run_1/clock_nets.png
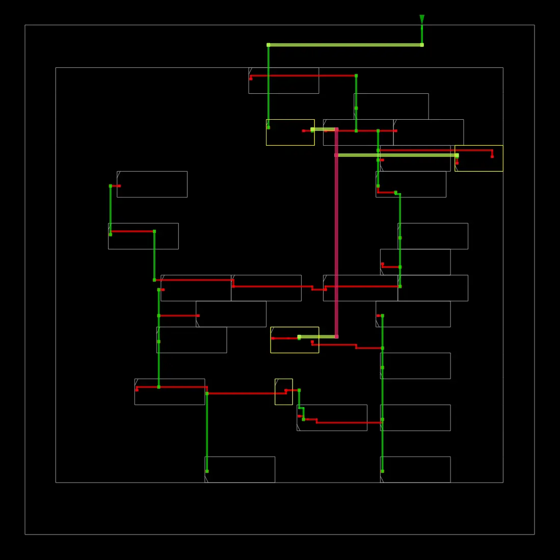
run_1/gates.png
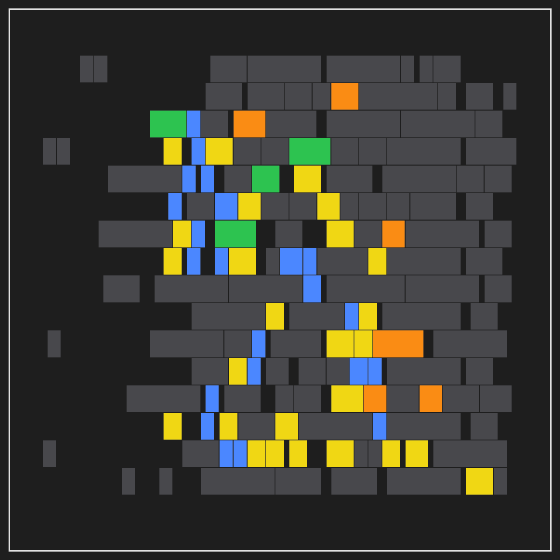
run_1/sizing.png
The bar under the picture is 20 µm long.
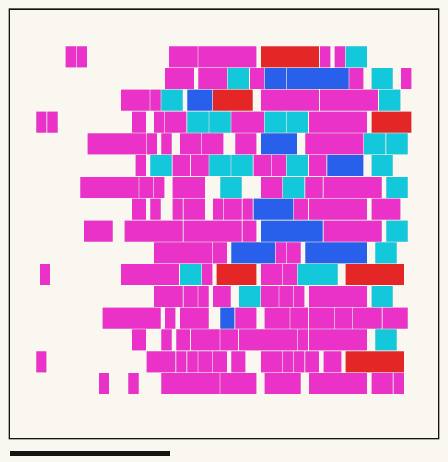
==> config.mk <==
export PLATFORM = sky130hd
export DESIGN_NAME = control_sequencer
export DESIGN_NICKNAME = d
export VERILOG_FILES = /design/src/rtl/control_sequencer.sv
export SDC_FILE = /design/constraint.sdc
export NUM_CORES = 1
export LEC_CHECK = 0
export CORE_MARGIN = 3
export CORE_UTILIZATION = 47
export CTS_BUF_LIST = sky130_fd_sc_hd__clkbuf_8
export DETAILED_ROUTE_END_ITERATION = 7
export PLACE_DENSITY = 0.93
export SYNTH_ARGS = -nofsm -noshare
export SYNTH_HDL_FRONTEND = slang
export SYNTH_SLANG_ARGS = --single-unit
==> constraint.sdc <==
create_clock -name clk -period 2.2 [get_ports clk]
set_clock_uncertainty 0.05 [all_clocks]
set_input_delay 0.66 -clock clk [delete_from_list [all_inputs] [get_ports clk]]
set_output_delay 0.66 -clock clk [all_outputs]
set_load 0.1 [all_outputs]
==> flow_metrics.py, run 1 <==
# Flow results
metrics = {
    "global_route": {
        "grt_pass1_vias": 946,
        "antenna_found_initial": 0,
        "grt_max_degree": 18,
        "grt_usage": 0.214,
        "grt_overflow": 0,
        "grt_pass1_wl_um": 4380,
    },
    "place": {
        "dp_worst_setup_slack_ns": -0.469,
        "io_buffer_count": 24,
        "gp_congestion": 0.879,
        "dp_hpwl_um": 1830,
        "placed_cell_area_mm2": 0.00136,
    },
    "floorplan": {
        "die.size.y_um": 53.4,
        "core_util_floorplan": 0.518,
        "ios": 34,
        "core_mm2": 0.00204,
        "rows": 16,
        "fp.dieW_um": 53.4,
        "die_area_mm2": 0.00285,
    },
    "synth": {
        "synth_seq_share": 0.436,
        "synth-edff-count": 0,
        "async_flop_share": 0,
        "syn_inst": 119,
        "syn_area_mm2": 0.00106,
        "top_cell_area_share": 0.436,
        "synth.distinct_cells": 38,
        "yosysWarnings": 0,
        "ys_top_cells_by_area": "dfxtp_1, buf_4, nand2_1",
        "yosysTopAreaCell": "dfxtp_1",
        "ys.flop_type": "dfxtp_1",
        "ys_cells": 119,
        "synth.avg_cell_area_um2": 8.88,
        "ys_seq_elements": 23,
        "ys_area_mm2": 0.00106,
    },
    "flow_run": {
        "drv_cap": 0,
        "warning_count": 27,
    },
    "final_timing": {
        "finalCritPeriodShare": 0.954,
        "fmax_mhz": 477,
        "slew_violations": 0,
        "period_needed_ns": 2.10,
        "setup_tns_ns": 0,
        "hold_viol_final": 0,
        "rsz0062_at_grt": "no",
        "finalSetupViolCount": 0,
    },
    "worst_setup_path": {
        "regToRegSetupSlack_ns": 0.28,
        "crit_fanout": 7,
        "end_kind": "flip-flop",
        "worst-setup-path-type": "in -> reg",
        "cp.required_ns": 2.34,
        "ff2ff_path_depth": 5,
        "cp-start-kind": "input port",
        "arrival_ns": 2.23,
    },
    "layout": {
        "num_antenna_cells": 0,
        "nFillCells": 140,
        "syn_to_final_growth_pct": 35.1,
        "final_cell_area_mm2": 0.00143,
        "largest_reg_flops": 6,
        "nets": 168,
        "drive_gt1_frac": 0.273,
    },
    "clocking": {
        "clkLatencyLatePin_ns": 0.27,
        "tritoncts": "yes",
        "htree_levels": 1,
        "root_buffer": "clkbuf_8",
        "path_clk_slew_ns": 0.08,
        "clockBufferDepth": 2,
    },
    "detailed_routing": {
        "drt.antenna.violating_nets": 0,
        "routed_wl_um": 2670,
        "drt_first_pass_iters": 4,
        "drt_iter0_drc": 30,
        "post-route-drc-count": 0,
        "wire_per_inst_um": 14.7,
        "vias_per_cell": 5.54,
        "vias": 1002,
    },
    "power": {
        "ir_drop_uv": 714,
        "leakagePower_nw": 0.600,
        "power.density_mw_per_mm2": 854,
    },
    "worst_hold_path": {
        "min_path_type": "reg -> reg",
        "hold_depth": 2,
    },
    "outcome": {
        "status": "finished, final reports clean",
    },
}
About clock_nets.png:
total CTS buffers: 3
clock sinks: 23
number of clock buffers in the layout: 3
P_clk: 0.264 mW

About gates.png:
colour	family	cells
yellow	aoi and oai cells	26
blue	nand cells	22
orange	and/or cells	6
green	non-inverting ao/oa cells	4
most numerous logic cell after layout: buf_4
Non-Filler Instances: 181
logic share of the area: 0.366

About sizing.png:
colour	size	cells	share
magenta	x1 and smaller	112	73%
blue	x2	10	6.5%
cyan	x3 and x4	26	17%
red	x6 and larger	6	3.9%
Final WS setup: 0.102 ns
Non-clk bufs: 38

==> run 1: cell usage in the layout, fill, tap and decap left out, drive strengths merged, types with 2 or more instances in the layout <==
| cell type | instances |
|---|---|
| nor3 | 3 |
| nand3 | 2 |
| nand2b | 2 |
| buf | 28 |
| clkdlybuf4s50 | 9 |
| inv | 4 |
| ha | 2 |
| conb | 9 |
| o211ai | 3 |
| a21oi | 11 |
| nor2 | 2 |
| a31oi | 3 |
| or3 | 2 |
| clkbuf | 3 |
| o21bai | 2 |
| o21ai | 3 |
| nor3b | 3 |
| nand2 | 18 |
| dfxtp | 23 |
| nor4 | 3 |
==> run 1: stage by stage <==
step | instances | utilization | hold WS [ns] | total power, mW
final | 181 | 0.700 | 0.413 | 1.22
after global routing | 181 | 0.700 | 0.437 | 1.27
after CTS | 181 | 0.700 | 0.417 | 1.22
after detailed placement | 176 | 0.667 | 0.406 | 0.942
after global placement | 176 | 0.667 | 0.394 | 0.929
after floorplan | 127 | - | 0.386 | 0.824
==> run 1: power breakdown <==
group | total (mW) | leakage, nW | switching (mW) | internal (mW)
clock network | 0.264 | 0.0255 | 0.137 | 0.127
logic | 0.471 | 0.385 | 0.318 | 0.153
registers | 0.486 | 0.189 | 0.0334 | 0.453
total | 1.22 | 0.600 | 0.489 | 0.732
==> run 1: synthesized netlist by cell type (3+ instances only) <==
cell type,n
a21oi_1,11
dfxtp_1,23
inv_1,4
nor3_1,3
nand2_1,18
o211ai_1,3
nor4_1,3
nor3b_1,3
o21ai_0,3
a31oi_1,3
buf_4,10
==> run 1: worst max-delay path, cell delays in order <==
cell,delay [ns]
clkdlybuf4s50_1,0.42
buf_4,0.16
o21a_1,0.22
o41a_1,0.53
nor4_1,0.24
==> run 1: final cells by class <==
cell class | instances | area, µm² | share of cell area
clock buffer | 3 | 41.3 | 0.0289
inverter | 4 | 15.0 | 0.0105
tap | 27 | 33.8 | 0.0236
timing repair buffer | 38 | 347 | 0.243
clock inverter | 1 | 5.00 | 0.00350
sequential | 23 | 464 | 0.325
multi-input combinational | 85 | 523 | 0.366
==> run 1: logic make-up (layout without fill, tap and decap cells) <==
| family | count (synthesis) | after routing | synth area share |
|---|---|---|---|
| flops | 23 | 23 | 0.436 |
| mux | 1 | 1 | 0.00947 |
| buf+inv | 19 | 46 | 0.118 |
| other cells | 1 | 9 | 0.00355 |
| simple gates | 42 | 42 | 0.215 |
| compound gates | 30 | 30 | 0.186 |
| fa+ha+maj | 2 | 2 | 0.0237 |
| xor+xnor | 1 | 1 | 0.00829 |
==> run 1: metal layers <==
layer  vias up  wire length, µm  global-route usage  share of wire
met5         -                0                   0              0
met4         0               61              0.0809          0.023
met3         7              209              0.0592          0.078
met2        58             1270               0.351           0.48
met1       463             1130               0.263           0.42
li1        474                -                   -              -
==> run 1: repair_timing <==
action                                  in CTS  in global routing
buffers inserted                             1                  0
endpoints found under the setup margin       6                  0
hold buffers                                 0                  0
resized                                      4                  0
run_1/clock_wires.png
The bar under the picture is 20 µm long.
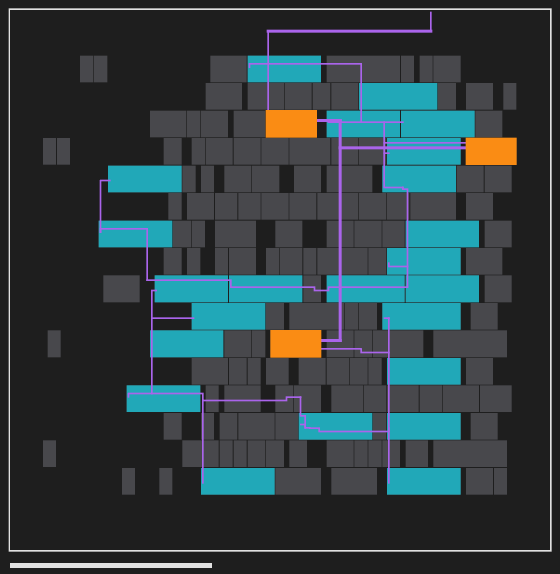

## Run 2: what changed since run 1
--- a/config.mk
+++ b/config.mk
@@ -5,10 +5,12 @@
 export SDC_FILE = /design/constraint.sdc
 export NUM_CORES = 1
 export LEC_CHECK = 0
+export CAP_MARGIN = 20
 export CORE_MARGIN = 3
 export CORE_UTILIZATION = 47
 export CTS_BUF_LIST = sky130_fd_sc_hd__clkbuf_8
 export DETAILED_ROUTE_END_ITERATION = 7
+export MAX_ROUTING_LAYER = met4
 export PLACE_DENSITY = 0.93
 export SYNTH_ARGS = -nofsm -noshare
 export SYNTH_HDL_FRONTEND = slang
run_2/clock_wires.png
The bar under the picture is 20 µm long.
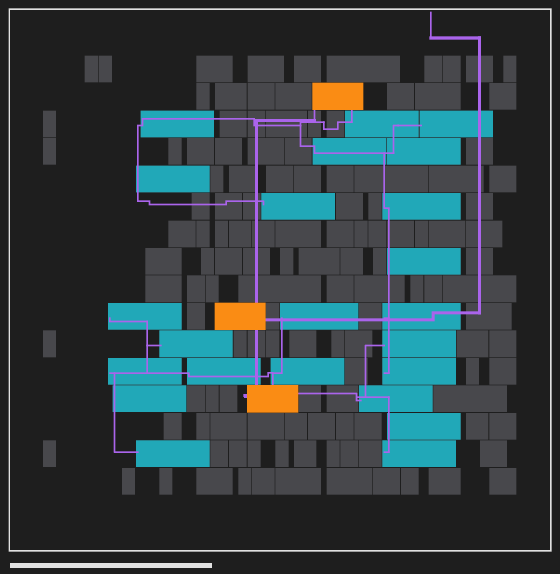
[orange] clock-net drivers | count: 3
[purple] clock wires | length: 258 µm
[cyan] flip-flops | count: 23
routed clock nets	4
Latency at later pin: 0.26 ns
clock power share: 0.205

run_2/sizing.png
The bar under the picture is 20 µm long.
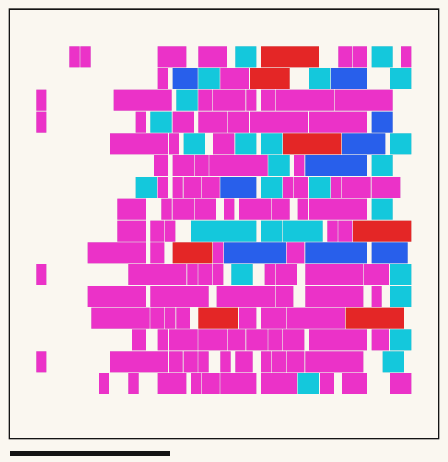
Final WS setup: 0.0627 ns
Finished Cell Area: 0.00146 mm²

run_2/gates.png
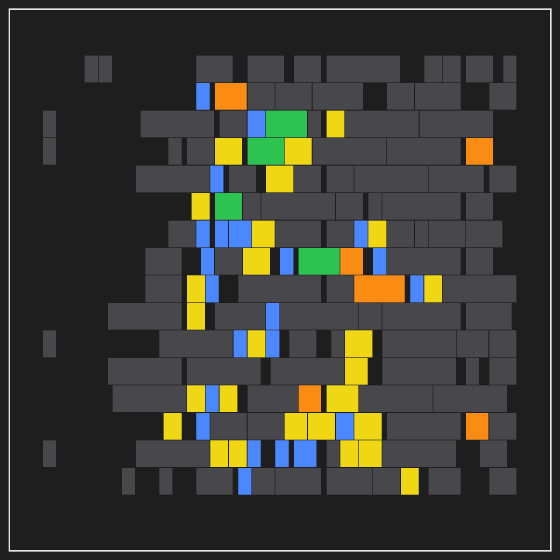
colour	family	cells
blue	nand cells	22
green	non-inverting ao/oa cells	4
orange	and/or cells	6
yellow	aoi and oai cells	26
logic share of the area: 0.370

==> run 2 against run 1 <==
Final area up 1.8%. Non-clock buffer count unchanged. Register-to-register slack better by 0.03 ns. Critical path depth unchanged. Wire length is 8.1% higher. Hold slack improved by 0.0094 ns.
==> flow_metrics.py, run 2 <==
# Flow results
metrics = {
    "flow_run": {
        "drv_cap": 0,
        "warning_count": 27,
    },
    "synth": {
        "ys.flop_type": "dfxtp_1",
        "syn_area_mm2": 0.00106,
        "ys_cells": 119,
        "netlist_top_cells_count": "dfxtp_1, nand2_1, a21oi_1",
        "ys_seq_elements": 23,
        "synth-edff-count": 0,
        "synth.avg_cell_area_um2": 8.88,
        "most_common_cell": "dfxtp_1",
        "top_cell_area_share": 0.436,
        "synth.distinct_cells": 38,
        "ys_top_cells_by_area": "dfxtp_1, buf_4, nand2_1",
        "async_flop_share": 0,
    },
    "final_timing": {
        "finalCritPeriodShare": 0.972,
        "slew_violations": 0,
        "period_needed_ns": 2.14,
        "rsz0062_at_grt": "no",
        "hold_viol_final": 0,
        "timing.hold.ws_ns": 0.423,
    },
    "detailed_routing": {
        "wire_per_inst_um": 15.9,
        "drt_iter0_drc": 32,
        "vias_per_cell": 5.50,
        "vias": 995,
        "routed_wl_um": 2880,
        "drt.antenna.violating_nets": 0,
        "post-route-drc-count": 0,
    },
    "clocking": {
        "htree_levels": 1,
        "path_clk_slew_ns": 0.08,
        "clockBufferDepth": 2,
        "holdBufCountCts": 0,
        "cts_buffers": 3,
    },
    "worst_setup_path": {
        "regToRegSetupSlack_ns": 0.31,
        "cp-start-kind": "input port",
        "ff2ff_path_depth": 3,
        "arrival_ns": 2.26,
    },
    "global_route": {
        "grt_pass1_wl_um": 4300,
        "grt_usage": 0.222,
        "grt_overflow": 0,
        "antenna_found_initial": 0,
        "grt_pass1_vias": 962,
        "grt_max_degree": 18,
    },
    "floorplan": {
        "die_area_mm2": 0.00285,
        "core_mm2": 0.00204,
        "die.size.y_um": 53.4,
        "fp.dieW_um": 53.4,
        "core_util_floorplan": 0.518,
        "rows": 16,
        "ios": 34,
    },
    "outcome": {
        "status": "finished, final reports clean",
    },
    "place": {
        "gp_congestion": 0.863,
        "dp_hpwl_um": 1980,
    },
    "worst_hold_path": {
        "min_path_type": "reg -> reg",
        "hold_depth": 2,
    },
    "layout": {
        "final_common_cell": "buf_4",
        "nets": 168,
        "largest_reg_flops": 6,
        "syn_to_final_growth_pct": 37.6,
        "num_antenna_cells": 0,
    },
    "power": {
        "total_power_mw": 1.22,
        "leakagePower_nw": 0.607,
    },
}
## run 2: report_power, final
part	leakage (nW)	switching (mW)	internal [mW]
Combinational	0.391	0.323	0.159
Clock	0.0269	0.126	0.125
Sequential	0.189	0.0369	0.453
Total	0.607	0.486	0.737
## run 2: cell families (layout without fill, tap and decap cells)
logic type / Yosys count / after routing / synth area share
mux: 1 / 1 / 0.00947
compound gates: 30 / 30 / 0.186
flops: 23 / 23 / 0.436
buf+inv: 19 / 46 / 0.118
other cells: 1 / 9 / 0.00355
simple gates: 42 / 42 / 0.215
fa+ha+maj: 2 / 2 / 0.0237
xor+xnor: 1 / 1 / 0.00829
## run 2: cell type report
type	count	area, µm²
clock buffer	3	41.3
multi-input combinational	85	538
clock inverter	1	3.75
timing repair buffer	38	359
inverter	4	15.0
tap	27	33.8
sequential	23	464
fill	132	587
## run 2: worst max-delay path, stage by stage
cell             delay [ns]
clkdlybuf4s50_1        0.41
buf_4                  0.15
o21a_1                 0.21
o41a_1                 0.56
nor4_2                 0.27
## run 2: stage by stage
stage	TNS, ns	setup slack, ns	utilization	std cells
after CTS	0	0.111	0.710	181
after global routing	0	0.0224	0.713	181
after floorplan	0	0.00180	-	127
after global placement	-2.08	-0.304	0.676	177
final	0	0.0627	0.713	181
after detailed placement	-2.52	-0.392	0.676	177
## run 2: repair_timing
action	CTS	global route
gates resized	6	1
pin swaps	2	0
endpoints found under the setup margin	6	1
## run 2: routing by layer
layer	routed length [µm]	global-route usage
met5	0	-
met4	54	0.0979
met3	180	0.0479
met2	1460	0.394
met1	1190	0.233
Power is estimated from default activity; no workload was simulated.
